--- src/rtl/fpu_chk_sat_cnt.sv ---
// -----------------------------------------------------------------------------
// fpu_chk_sat_cnt
// Saturating up-counter with synchronous clear (clear wins over increment).
//   clk_i : clock, rising edge
//   rst   : asynchronous active-high reset
//   clr   : synchronous clear to zero
//   inc   : increment by one, sticks at all-ones
//   cnt_o : current count
// -----------------------------------------------------------------------------
module fpu_chk_sat_cnt #(
    parameter int unsigned CNT_W = 16
) (
    input  logic             clk_i,
    input  logic             rst,
    input  logic             clr,
    input  logic             inc,
    output logic [CNT_W-1:0] cnt_o
);

    localparam logic [CNT_W-1:0] CNT_MAX = '1;

    always_ff @(posedge clk_i or posedge rst) begin
        if (rst) begin
            cnt_o <= '0;
        end else if (clr) begin
            cnt_o <= '0;
        end else if (inc && (cnt_o != CNT_MAX)) begin
            cnt_o <= cnt_o + CNT_W'(1);
        end
    end

endmodule : fpu_chk_sat_cnt

--- config.mk ---
export PLATFORM = sky130hd
export DESIGN_NAME = fpu_chk_sat_cnt
export DESIGN_NICKNAME = d
export VERILOG_FILES = /design/src/rtl/fpu_chk_sat_cnt.sv
export SDC_FILE = /design/constraint.sdc
export NUM_CORES = 1
export LEC_CHECK = 0
export CORE_MARGIN = 3
export CORE_UTILIZATION = 44
export DETAILED_ROUTE_END_ITERATION = 16
export GPL_TIMING_DRIVEN = 0
export PLACE_DENSITY = 0.71
export SYNTH_ARGS = -nofsm -noshare
export SYNTH_HDL_FRONTEND = slang
export SYNTH_SLANG_ARGS = --single-unit
--- constraint.sdc ---
create_clock -name clk_i -period 1.7 [get_ports clk_i]
set_clock_uncertainty 0.1 [all_clocks]
set_input_delay 0.255 -clock clk_i [delete_from_list [all_inputs] [get_ports clk_i]]
set_output_delay 0.255 -clock clk_i [all_outputs]
set_load 0.05 [all_outputs]
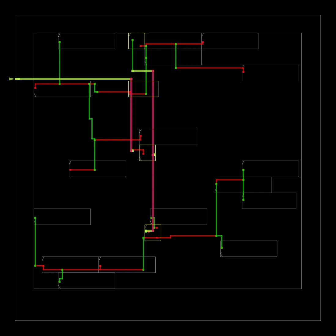
(images/clock_nets.png)
CTS buffer count: 3
power dissipated in the clock network: 0.268 mW

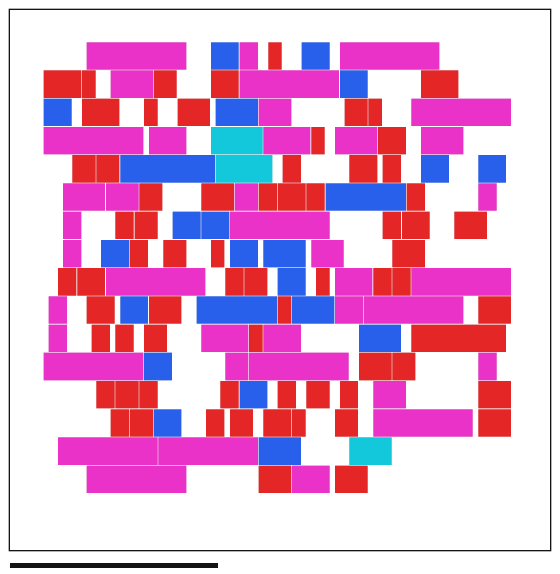
(images/sizing.png)
Scale bar: 20 um.
x3 and x4: shown in blue, cells 23, share 17%. x1 and smaller: shown in red, cells 69, share 51%. x6 and larger: shown in cyan, cells 3, share 2.2%. x2: shown in magenta, cells 39, share 29%.

==> out/qor.csv <==
metric,value,unit
outcome,finished with violations,
violations_in_the_final_reports,setup timing,
clockNetworkAreaShare,0.0268,
path_class,reg -> reg,
placement.setup.worst_slack,-249,ps
netlist_area,932,um2
die_area,2710,um2
setup_repair_after_global_routing_missed_its_margin,yes,
synth_chip_area,932,um2
nets,140,
sequential_cell_count,16,
reg2reg_from,cnt_o[9]$_DFFE_PP0P_,
synth.distinct_cells,29,
final_hold_viol_count,0,
timing_worst_slew_pin_value,650,ps
setup_ws,-166,ps
top_level_port_count,20,
rows,16,
cts_root_buf,sky130_fd_sc_hd__clkbuf_4,
largest_registers_in_the_final_layout,cnt_o: 16 flops,
fp_util,0.470,
via_cell_ratio,5.91,
syn-mean-instance-area,9.23,um2
setup_violations,5,
area.combinational,588,um2
postLayoutCellArea,1350,um2
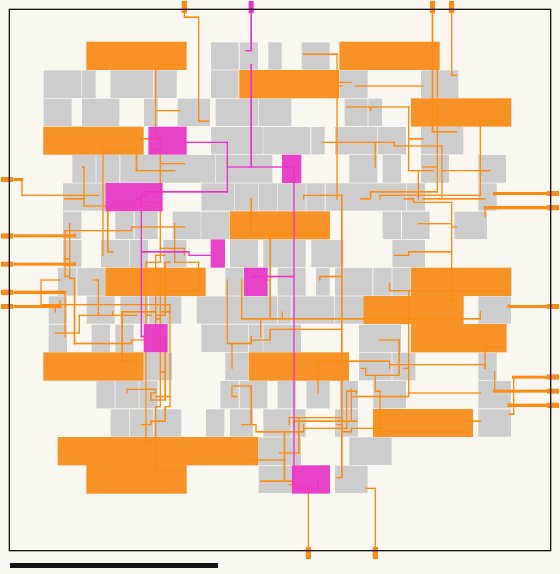
(images/port_trees.png)
Scale bar: 20 um.
cnt_o: shown in orange, bits 16, direction output, end cells 16, wire 751 um. inc: shown in magenta, bits 1, direction input, end cells 8, wire 97.8 um.

==> Yosys cell counts (all sizes together) <==
cell type,n
nand4,5
ha,1
a31oi,1
mux2i,1
or3,7
buf,1
nand2b,2
nor2,3
nand2,6
dfrtp,16
nor3,4
or4,8
o41ai,2
inv,3
clkbuf,2
a21oi,12
nor4,3
and4,1
mux2,2
nor2b,3
dlygate4sd1,1
o21ai,5
o31ai,5
nand3,7
==> report_power, final <==
| group | internal [mW] | leakage [nW] | switching (mW) |
|---|---|---|---|
| Combinational | 0.0260 | 0.313 | 0.0484 |
| Sequential | 0.386 | 0.197 | 0.00764 |
| Clock | 0.131 | 0.0210 | 0.137 |
==> worst max-delay path: stages, from the launching register on <==
cell and delay [ps]:
sky130_fd_sc_hd__dfrtp_2 410, sky130_fd_sc_hd__nand4_4 130, sky130_fd_sc_hd__or4_4 570, sky130_fd_sc_hd__or4_4 430, sky130_fd_sc_hd__a21oi_1 150
==> path summary, 6_finish.rpt <==
kind	endpoint	slack, ps	cells past startpoint
worst max-delay path	cnt_o[13]$_DFFE_PP0P_	-170	4
worst min-delay path	cnt_o[7]$_DFFE_PP0P_	50	2
worst max register to register	cnt_o[13]$_DFFE_PP0P_	-170	4
worst min register to register	cnt_o[14]$_DFFE_PP0P_	490	2
max in group asynchronous	cnt_o[11]$_DFFE_PP0P_	810	2
min in group asynchronous	cnt_o[1]$_DFFE_PP0P_	230	2
==> logic make-up (layout without fill, tap and decap cells) <==
logic type,Yosys count,in the layout,synth area share
and+or+nand+nor,49,49,0.326
adders and majority gates,1,1,0.0134
AOI/OAI and AO/OA,25,25,0.157
DFF,16,16,0.430
muxes,3,3,0.0349
buffers and inverters,7,40,0.0389
==> through the flow <==
stage / TNS, ps / instances / util
after floorplan: -1530 / 101 / -
after global placement: -745 / 145 / 0.604
after detailed placement: -1090 / 145 / 0.604
after CTS: -464 / 161 / 0.682
after global routing: -895 / 161 / 0.682
final: -543 / 161 / 0.682
==> metal layers <==
metal / part of all wire / GRT usage / vias to the layer above
li1: - / - / 458
met1: 0.45 / 0.269 / 458
met2: 0.49 / 0.333 / 28
met3: 0.040 / 0.0372 / 7
met4: 0.023 / 0.0786 / 0
met5: 0 / 0 / -
==> timing repair <==
action / 4_1_cts / 5_1_grt
resized: 32 / 17
setup buffers: 12 / 0
hold endpoints to repair: 0 / 0
cloned: 0 / 0
pin swaps: 4 / 1
setup endpoints to repair: 27 / 19
==> cells in the final DEF, fill, tap and decap left out, drive strengths merged <==
| cell type | n |
|---|---|
| dfrtp | 16 |
| buf | 14 |
| a21oi | 12 |
| clkbuf | 11 |
| or4 | 8 |
| dlygate4sd2 | 7 |
| or3 | 7 |
| nand3 | 7 |
| nand2 | 6 |
| o21ai | 5 |
| o31ai | 5 |
| nand4 | 5 |
| nor3 | 4 |
| inv | 3 |
| nor2 | 3 |
| nor2b | 3 |
| nor4 | 3 |
| clkdlybuf4s15 | 3 |
| o41ai | 2 |
| mux2 | 2 |
| nand2b | 2 |
| and4 | 1 |
| dlygate4sd1 | 1 |
| mux2i | 1 |
| a31oi | 1 |
| ha | 1 |
| clkdlybuf4s50 | 1 |
No activity file was given, so power comes from the tool's default toggle rates.
